**src/rtl/fpu_seq_pkg.sv**
```systemverilog
// Shared encodings for the FPU issue/writeback sequencer: op codes, FSM states,
// fixed latencies and the canonical NaN used when square root is compiled out.
package fpu_seq_pkg;

  localparam logic [3:0] OP_FADD    = 4'd0;
  localparam logic [3:0] OP_FSUB    = 4'd1;
  localparam logic [3:0] OP_FMUL    = 4'd2;
  localparam logic [3:0] OP_FDIV    = 4'd3;
  localparam logic [3:0] OP_FSGNJ   = 4'd4;
  localparam logic [3:0] OP_FMINMAX = 4'd5;
  localparam logic [3:0] OP_FSQRT   = 4'd6;
  localparam logic [3:0] OP_FCMP    = 4'd7;
  localparam logic [3:0] OP_FCVT_WS = 4'd8;
  localparam logic [3:0] OP_FCVT_SW = 4'd9;

  localparam logic [4:0] LAT_ADD = 5'd3;
  localparam logic [4:0] LAT_MUL = 5'd4;
  localparam logic [4:0] LAT_1   = 5'd1;
  localparam logic [4:0] LAT_CVT = 5'd2;

  localparam logic [31:0] CANON_NAN = 32'h7FC0_0000;

  typedef enum logic [1:0] {
    IDLE = 2'd0,
    BUSY = 2'd1,
    DONE = 2'd2
  } state_e;

endpackage

```
**src/rtl/fpu_lat_rom.sv**
```systemverilog
// Combinational op -> {latency, illegal} lookup. FPU_SQRT_EN selects whether
// op 6 is a real square root or an illegal single-cycle op.
module fpu_lat_rom
  import fpu_seq_pkg::*;
#(
  parameter int unsigned DIV_LAT  = 16,
  parameter int unsigned SQRT_LAT = 16
) (
  input  logic [3:0] op_i,
  output logic [4:0] lat_o,
  output logic       illegal_o
);

  always_comb begin
    lat_o     = LAT_1;
    illegal_o = 1'b0;
    case (op_i)
      OP_FADD, OP_FSUB:           lat_o = LAT_ADD;
      OP_FMUL:                    lat_o = LAT_MUL;
      OP_FDIV:                    lat_o = 5'(DIV_LAT);
      OP_FSGNJ, OP_FMINMAX, OP_FCMP: lat_o = LAT_1;
`ifdef FPU_SQRT_EN
      OP_FSQRT:                   lat_o = 5'(SQRT_LAT);
`else
      OP_FSQRT:                   illegal_o = 1'b1;
`endif
      OP_FCVT_WS, OP_FCVT_SW:     lat_o = LAT_CVT;
      default:                    illegal_o = 1'b1;
    endcase
  end

endmodule

```
**src/rtl/fpu_op_sequencer.sv**
```systemverilog
// EX-stage FPU issue/writeback sequencer: latches an op, stalls for its latency,
// then strobes a one-cycle writeback. Square root is enabled by FPU_SQRT_EN.
module fpu_op_sequencer
  import fpu_seq_pkg::*;
#(
  parameter int unsigned XLEN     = 32,
  parameter int unsigned DIV_LAT  = 16,
  parameter int unsigned SQRT_LAT = 16
) (
  input  logic            clk,
  input  logic            rst_n,
  input  logic            start,
  input  logic [3:0]      op,
  input  logic [4:0]      rd,
  input  logic            int_dest,
  input  logic [XLEN-1:0] src_a,
  input  logic [XLEN-1:0] src_b,
  input  logic            flush,
  input  logic [XLEN-1:0] fpu_result,
  output logic [3:0]      fpu_op,
  output logic [XLEN-1:0] fpu_a,
  output logic [XLEN-1:0] fpu_b,
  output logic            stall,
  output logic            wb_valid,
  output logic            wb_int,
  output logic [4:0]      wb_rd,
  output logic [XLEN-1:0] wb_data,
  output logic            illegal,
  output state_e          dbg_state_o
);

  // Handshake: start is a one-cycle pulse accepted only in IDLE/DONE without
  // flush; stall holds upstream in the start cycle and every BUSY cycle;
  // wb_valid is high for the single DONE cycle and needs no acknowledge.

  state_e            state_q, state_d;
  logic [4:0]        cnt_q, cnt_d;
  logic [3:0]        op_q, op_d;
  logic [XLEN-1:0]   a_q, a_d, b_q, b_d;
  logic [4:0]        rd_q, rd_d;
  logic              int_q, int_d;
  logic              ill_q, ill_d;
  logic [XLEN-1:0]   wb_data_q, wb_data_d;

  logic [4:0]        lat;
  logic              lat_ill;
  logic              accept;
  logic [XLEN-1:0]   fill;

  fpu_lat_rom #(
    .DIV_LAT  (DIV_LAT),
    .SQRT_LAT (SQRT_LAT)
  ) u_lat_rom (
    .op_i      (op),
    .lat_o     (lat),
    .illegal_o (lat_ill)
  );

`ifdef FPU_SQRT_EN
  assign fill = '0;
`else
  // A compiled-out square root still returns a well-formed float.
  assign fill = (op_q == OP_FSQRT) ? XLEN'(CANON_NAN) : '0;
`endif

  assign accept = start & ~flush & (state_q != BUSY);

  always_comb begin
    state_d   = state_q;
    cnt_d     = cnt_q;
    op_d      = op_q;
    a_d       = a_q;
    b_d       = b_q;
    rd_d      = rd_q;
    int_d     = int_q;
    ill_d     = ill_q;
    wb_data_d = wb_data_q;
    case (state_q)
      IDLE, DONE: begin
        if (accept) begin
          state_d = BUSY;
          cnt_d   = lat - 5'd1;
          op_d    = op;
          a_d     = src_a;
          b_d     = src_b;
          rd_d    = rd;
          int_d   = int_dest;
          ill_d   = lat_ill;
        end else begin
          state_d = IDLE;
        end
      end
      BUSY: begin
        if (flush) begin
          state_d = IDLE;
        end else if (cnt_q == 5'd0) begin
          state_d   = DONE;
          wb_data_d = ill_q ? fill : fpu_result;
        end else begin
          cnt_d = cnt_q - 5'd1;
        end
      end
      default: state_d = IDLE;
    endcase
  end

  always_ff @(posedge clk or negedge rst_n) begin
    if (!rst_n) begin
      state_q   <= IDLE;
      cnt_q     <= '0;
      op_q      <= '0;
      a_q       <= '0;
      b_q       <= '0;
      rd_q      <= '0;
      int_q     <= 1'b0;
      ill_q     <= 1'b0;
      wb_data_q <= '0;
    end else begin
      state_q   <= state_d;
      cnt_q     <= cnt_d;
      op_q      <= op_d;
      a_q       <= a_d;
      b_q       <= b_d;
      rd_q      <= rd_d;
      int_q     <= int_d;
      ill_q     <= ill_d;
      wb_data_q <= wb_data_d;
    end
  end

  assign fpu_op      = op_q;
  assign fpu_a       = a_q;
  assign fpu_b       = b_q;
  assign stall       = start | (state_q == BUSY);
  assign wb_valid    = (state_q == DONE);
  assign illegal     = (state_q == DONE) & ill_q;
  assign wb_int      = int_q;
  assign wb_rd       = rd_q;
  assign wb_data     = wb_data_q;
  assign dbg_state_o = state_q;

endmodule

```
**config.mk**
```make
export PLATFORM = sky130hd
export DESIGN_NAME = fpu_op_sequencer
export DESIGN_NICKNAME = d
export VERILOG_FILES = /design/src/rtl/fpu_seq_pkg.sv /design/src/rtl/fpu_lat_rom.sv /design/src/rtl/fpu_op_sequencer.sv
export SDC_FILE = /design/constraint.sdc
export NUM_CORES = 1
export LEC_CHECK = 0
export ABC_AREA = 1
export CAP_MARGIN = 15
export CORE_MARGIN = 8
export CORE_UTILIZATION = 45
export CTS_CLUSTER_SIZE = 28
export DETAILED_ROUTE_END_ITERATION = 10
export HOLD_SLACK_MARGIN = 0.12
export PLACE_DENSITY_LB_ADDON = 0.2
export SYNTH_ARGS = -nofsm -noshare
export SYNTH_HDL_FRONTEND = slang
export SYNTH_HIERARCHICAL = 1
export SYNTH_SLANG_ARGS = --single-unit
```
**constraint.sdc**
```tcl
create_clock -name clk -period 2.5 [get_ports clk]
set_input_delay 0.75 -clock clk [delete_from_list [all_inputs] [get_ports clk]]
set_output_delay 0.75 -clock clk [all_outputs]
set_load 0.01 [all_outputs]
```
==> Slide: Implementation Results <==
Flow Results at a Glance

Yosys
  • Synth Instances: 575
  • Yosys cell count: 575
  • Seq/Total Area, Yosys: 0.582
  • Synthesized net count: 685
  • Asr flop ratio synth: 1.00
  • Cell area after synthesis: 4900 um2
  • Dominant cell type by area after synthesis: dfrtp_1
  • Cell with the most instances after synthesis: nand2_1
  • EDFF count, synth: 0
  • Commonest cells post-synth: nand2_1 (314), dfrtp_1 (114), nand3_1 (32), o21ai_0 (26), buf_4 (13)
  • Post-synth regs: 114
  • Post-synth area hogs: dfrtp_1 (58%), nand2_1 (24%), nand3_1 (3.3%)
  • Ys flop type: dfrtp_1
  • Yosys warning count: 6
  • YS chip area: 4900 um2
  • Synth cell types: 29

Route
  • TritonRoute pass-1 iters: 5
  • Drt drc: 0
  • First-iteration detailed-routing DRC count: 354
  • Via/cell ratio: 4.91
  • Detail Route Antenna Nets: 0

Final timing
  • Hold Slack: 0.476 ns
  • Max Slew Vio Count: 0
  • Final setup viols: 0
  • Worst slew pin tran: 0.614 ns
  • Crit path time final: 2.36 ns
  • Setup Skew: 0.00674 ns
  • Hold Vio Cnt, Final: 0
  • RSZ-0062 raised after global routing: false
  • Max-slew headroom: 0.591

Min path
  • Worst Hold Endpoint: fpu_b[27]$_DFFE_PN0P_
  • Hold Startpoint: fpu_b[27]$_DFFE_PN0P_
  • Hold WC Path Type: reg -> reg
  • Min-Delay Path Depth: 2

GRT
  • First-pass GRT wire length: 24.6 mm
  • Vias in the first global route: 4908
  • Total gr overflow: 0
  • Initial antenna violation count: 0
  • Pin count of the biggest net entering global routing: 66

Final layout
  • Most frequent cells in the layout: nand2_1 (314), clkdlybuf4s50_1 (216), dfrtp_1 (114)
  • # diodes: 0
  • Commonest Layout Cell: nand2_1
  • Nets@finish: 908
  • Area Growth Syn to Fin: 59.8%

Run status
  • Outcome: completed

Critical path
  • Crit path kind: in -> out
  • Crit-path max FO: 2
  • R2r startpoint: cnt_q[3]$_DFFE_PN0P_
  • Worst reg2reg setup slack: 0.73 ns
  • Critical Path RT: 1.75 ns
  • CP endpoint: stall
  • CP delay by family, top: buffers and inverters
  • Reg2Reg Depth: 6
  • Critical path depth in cells: 3
  • Crit-path max cell delay: 0.43 ns
  • Crit-path cells: clkdlybuf4s50_1 -> or2_2 -> clkbuf_2
  • Critical path arrival: 1.61 ns
  • Beginning of the critical path: start

Die
  • Chip area: 14500 um2
  • Row cnt: 38
  • Die H: 120 um
  • Die width: 120 um
  • Floorplan utilization: 0.456

Pwr
  • Psw: 2.66 mW
  • Peak VDD IR: 538 uV
  • Sequential power: 2.86 mW
  • Gate power share: 0.358
  • Clock Power Share: 0.304
  • Heaviest power group: combinational cells
  • Sequential fraction of design power: 0.338
  • Switching share of power: 0.314
  • Pwr Density: 1080 nW/um2
  • Power Internal: 5.80 mW
  • Cell leakage power: 3.90 nW
  • Comb pwr: 3.03 mW
  • Design Power: 8.45 mW

Clock tree
  • CTS tree: yes
  • Root Driver: clkbuf_8
  • Total CTS buffers: 17
  • Clk buf depth: 2
  • Clock Pin Slew Worst Setup and Hold Paths: 0.06 ns

Place
  • Final Wtd Congestion: 0.822
  • DP HPWL: 10.9 mm
  • Dpl ws: -0.200 ns

Flow run
  • Max_cap viols: 0
  • Count of tool warnings: 26
==> cells by family after synthesis <==
| kind of cell | after synthesis | share of synthesized area |
|---|---|---|
| other | 1 | 0.000765 |
| flip-flops | 114 | 0.582 |
| buffers and inverters | 49 | 0.0597 |
| AND/OR/NAND/NOR | 374 | 0.320 |
| AND-OR/OR-AND | 37 | 0.0378 |
==> area by class of cell <==
| type | count | area, um2 |
|---|---|---|
| Inverter | 19 | 73.8 |
| Fill cell | 786 | 2910 |
| Clock buffer | 23 | 487 |
| Timing Repair Buffer | 234 | 2340 |
| Multi-Input combinational cell | 412 | 1760 |
| Sequential cell | 114 | 2850 |
| Tap cell | 140 | 175 |
| Clock inverter | 9 | 150 |
==> tightest hold or removal path, delay by kind of cell, from the launching register on <==
| family | cells | cell delay [ns] |
|---|---|---|
| flops | 1 | 0.34 |
| simple gates | 2 | 0.10 |
==> sequential cells by signal, summed over array words and instances, names as in the netlist <==
signal,count
cnt_q,5
dbg_state_o,2
fpu_a,32
fpu_b,32
fpu_op,4
ill_q,1
wb_data,32
wb_int,1
wb_rd,5
==> per-layer routing <==
metal	GRT usage	vias to the layer above	part of all wire
met5	0	-	0
met4	0.0827	0	0.023
met3	0.108	25	0.12
met2	0.341	213	0.48
met1	0.241	2200	0.37
li1	-	2228	-
==> metrics by stage <==
step / setup TNS [ns] / utilization / cells / area [um2]
after floorplan: 0 / - / 575 / 4900
after global placement: -0.199 / 0.670 / 918 / 7190
after detailed placement: -0.200 / 0.670 / 918 / 7190
after CTS: 0 / 0.730 / 951 / 7840
after global routing: 0 / 0.729 / 951 / 7830
final: 0 / 0.729 / 951 / 7830
==> what timing repair did <==
action,4_1_cts,5_1_grt
buffers inserted,0,0
pin swaps,0,0
endpoints found under the setup margin,3,1
hold buffers,1,0
gates resized,4,1
hold endpoints to repair,3,0
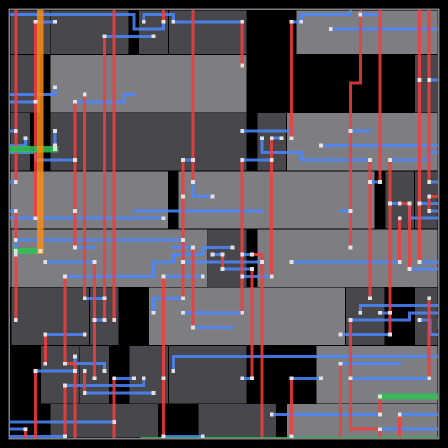
**Above:** zoomed window.
Window x 80 to 100, y 80 to 100 um. Cells in gray, sequential cells in the stronger gray; small squares are vias.
color	layer
red	met2
green	met3
blue	met1
orange	met4
cells with their middle in the window	31
most frequent	dfrtp_1 (10), nand2_1 (7), clkdlybuf4s50_1 (6)
sequential cells in the window	10
netlist names of flops here include	`wb_data` (7), `fpu_b` (3)

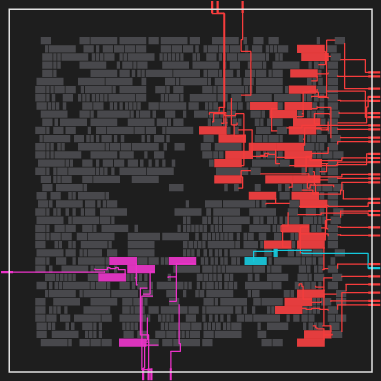
**Above:** wires at chosen ports, followed through buffers.
Scale: 3 px per um.
color	port	bits	direction	end cells	wire
cyan	`flush`	1	input	2	51.6 um
red	`wb_data`	32	output	32	1050 um
magenta	`wb_rd`	5	output	5	201 um
I/O Buffers: 220
I/O pin count: 221

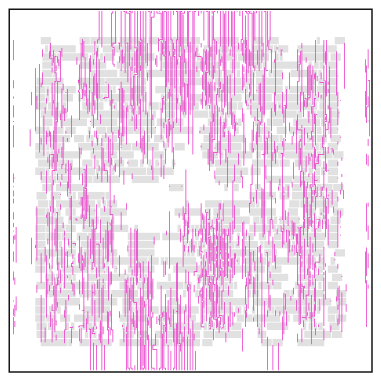
**Above:** the metal 2 layer.
Scale: 3 px per um.
main direction	vertical
nets with wire on the layer	749
longest straight run	47.8 um
met2 global-route usage: 0.341
total number of vias: 4666
routed wire length: 15.3 mm

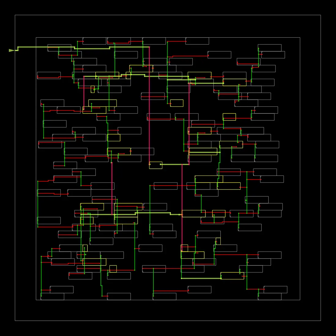
**Above:** clock wiring as the flow saved it.
clk sink count: 114
clk_lat worst skew: 0.52 ns
clk pwr: 2.57 mW

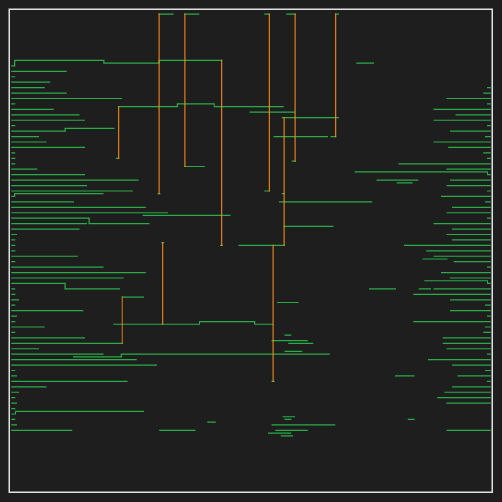
**Above:** metal layers overlaid.
Scale: 4 px per um. Only two layers are drawn.
color	layer	wire length
orange	met4	352 um
green	met3	1870 um
wire per inst: 16.1 um
total track usage: 0.214

No activity file was given, so power comes from the tool's default toggle rates.
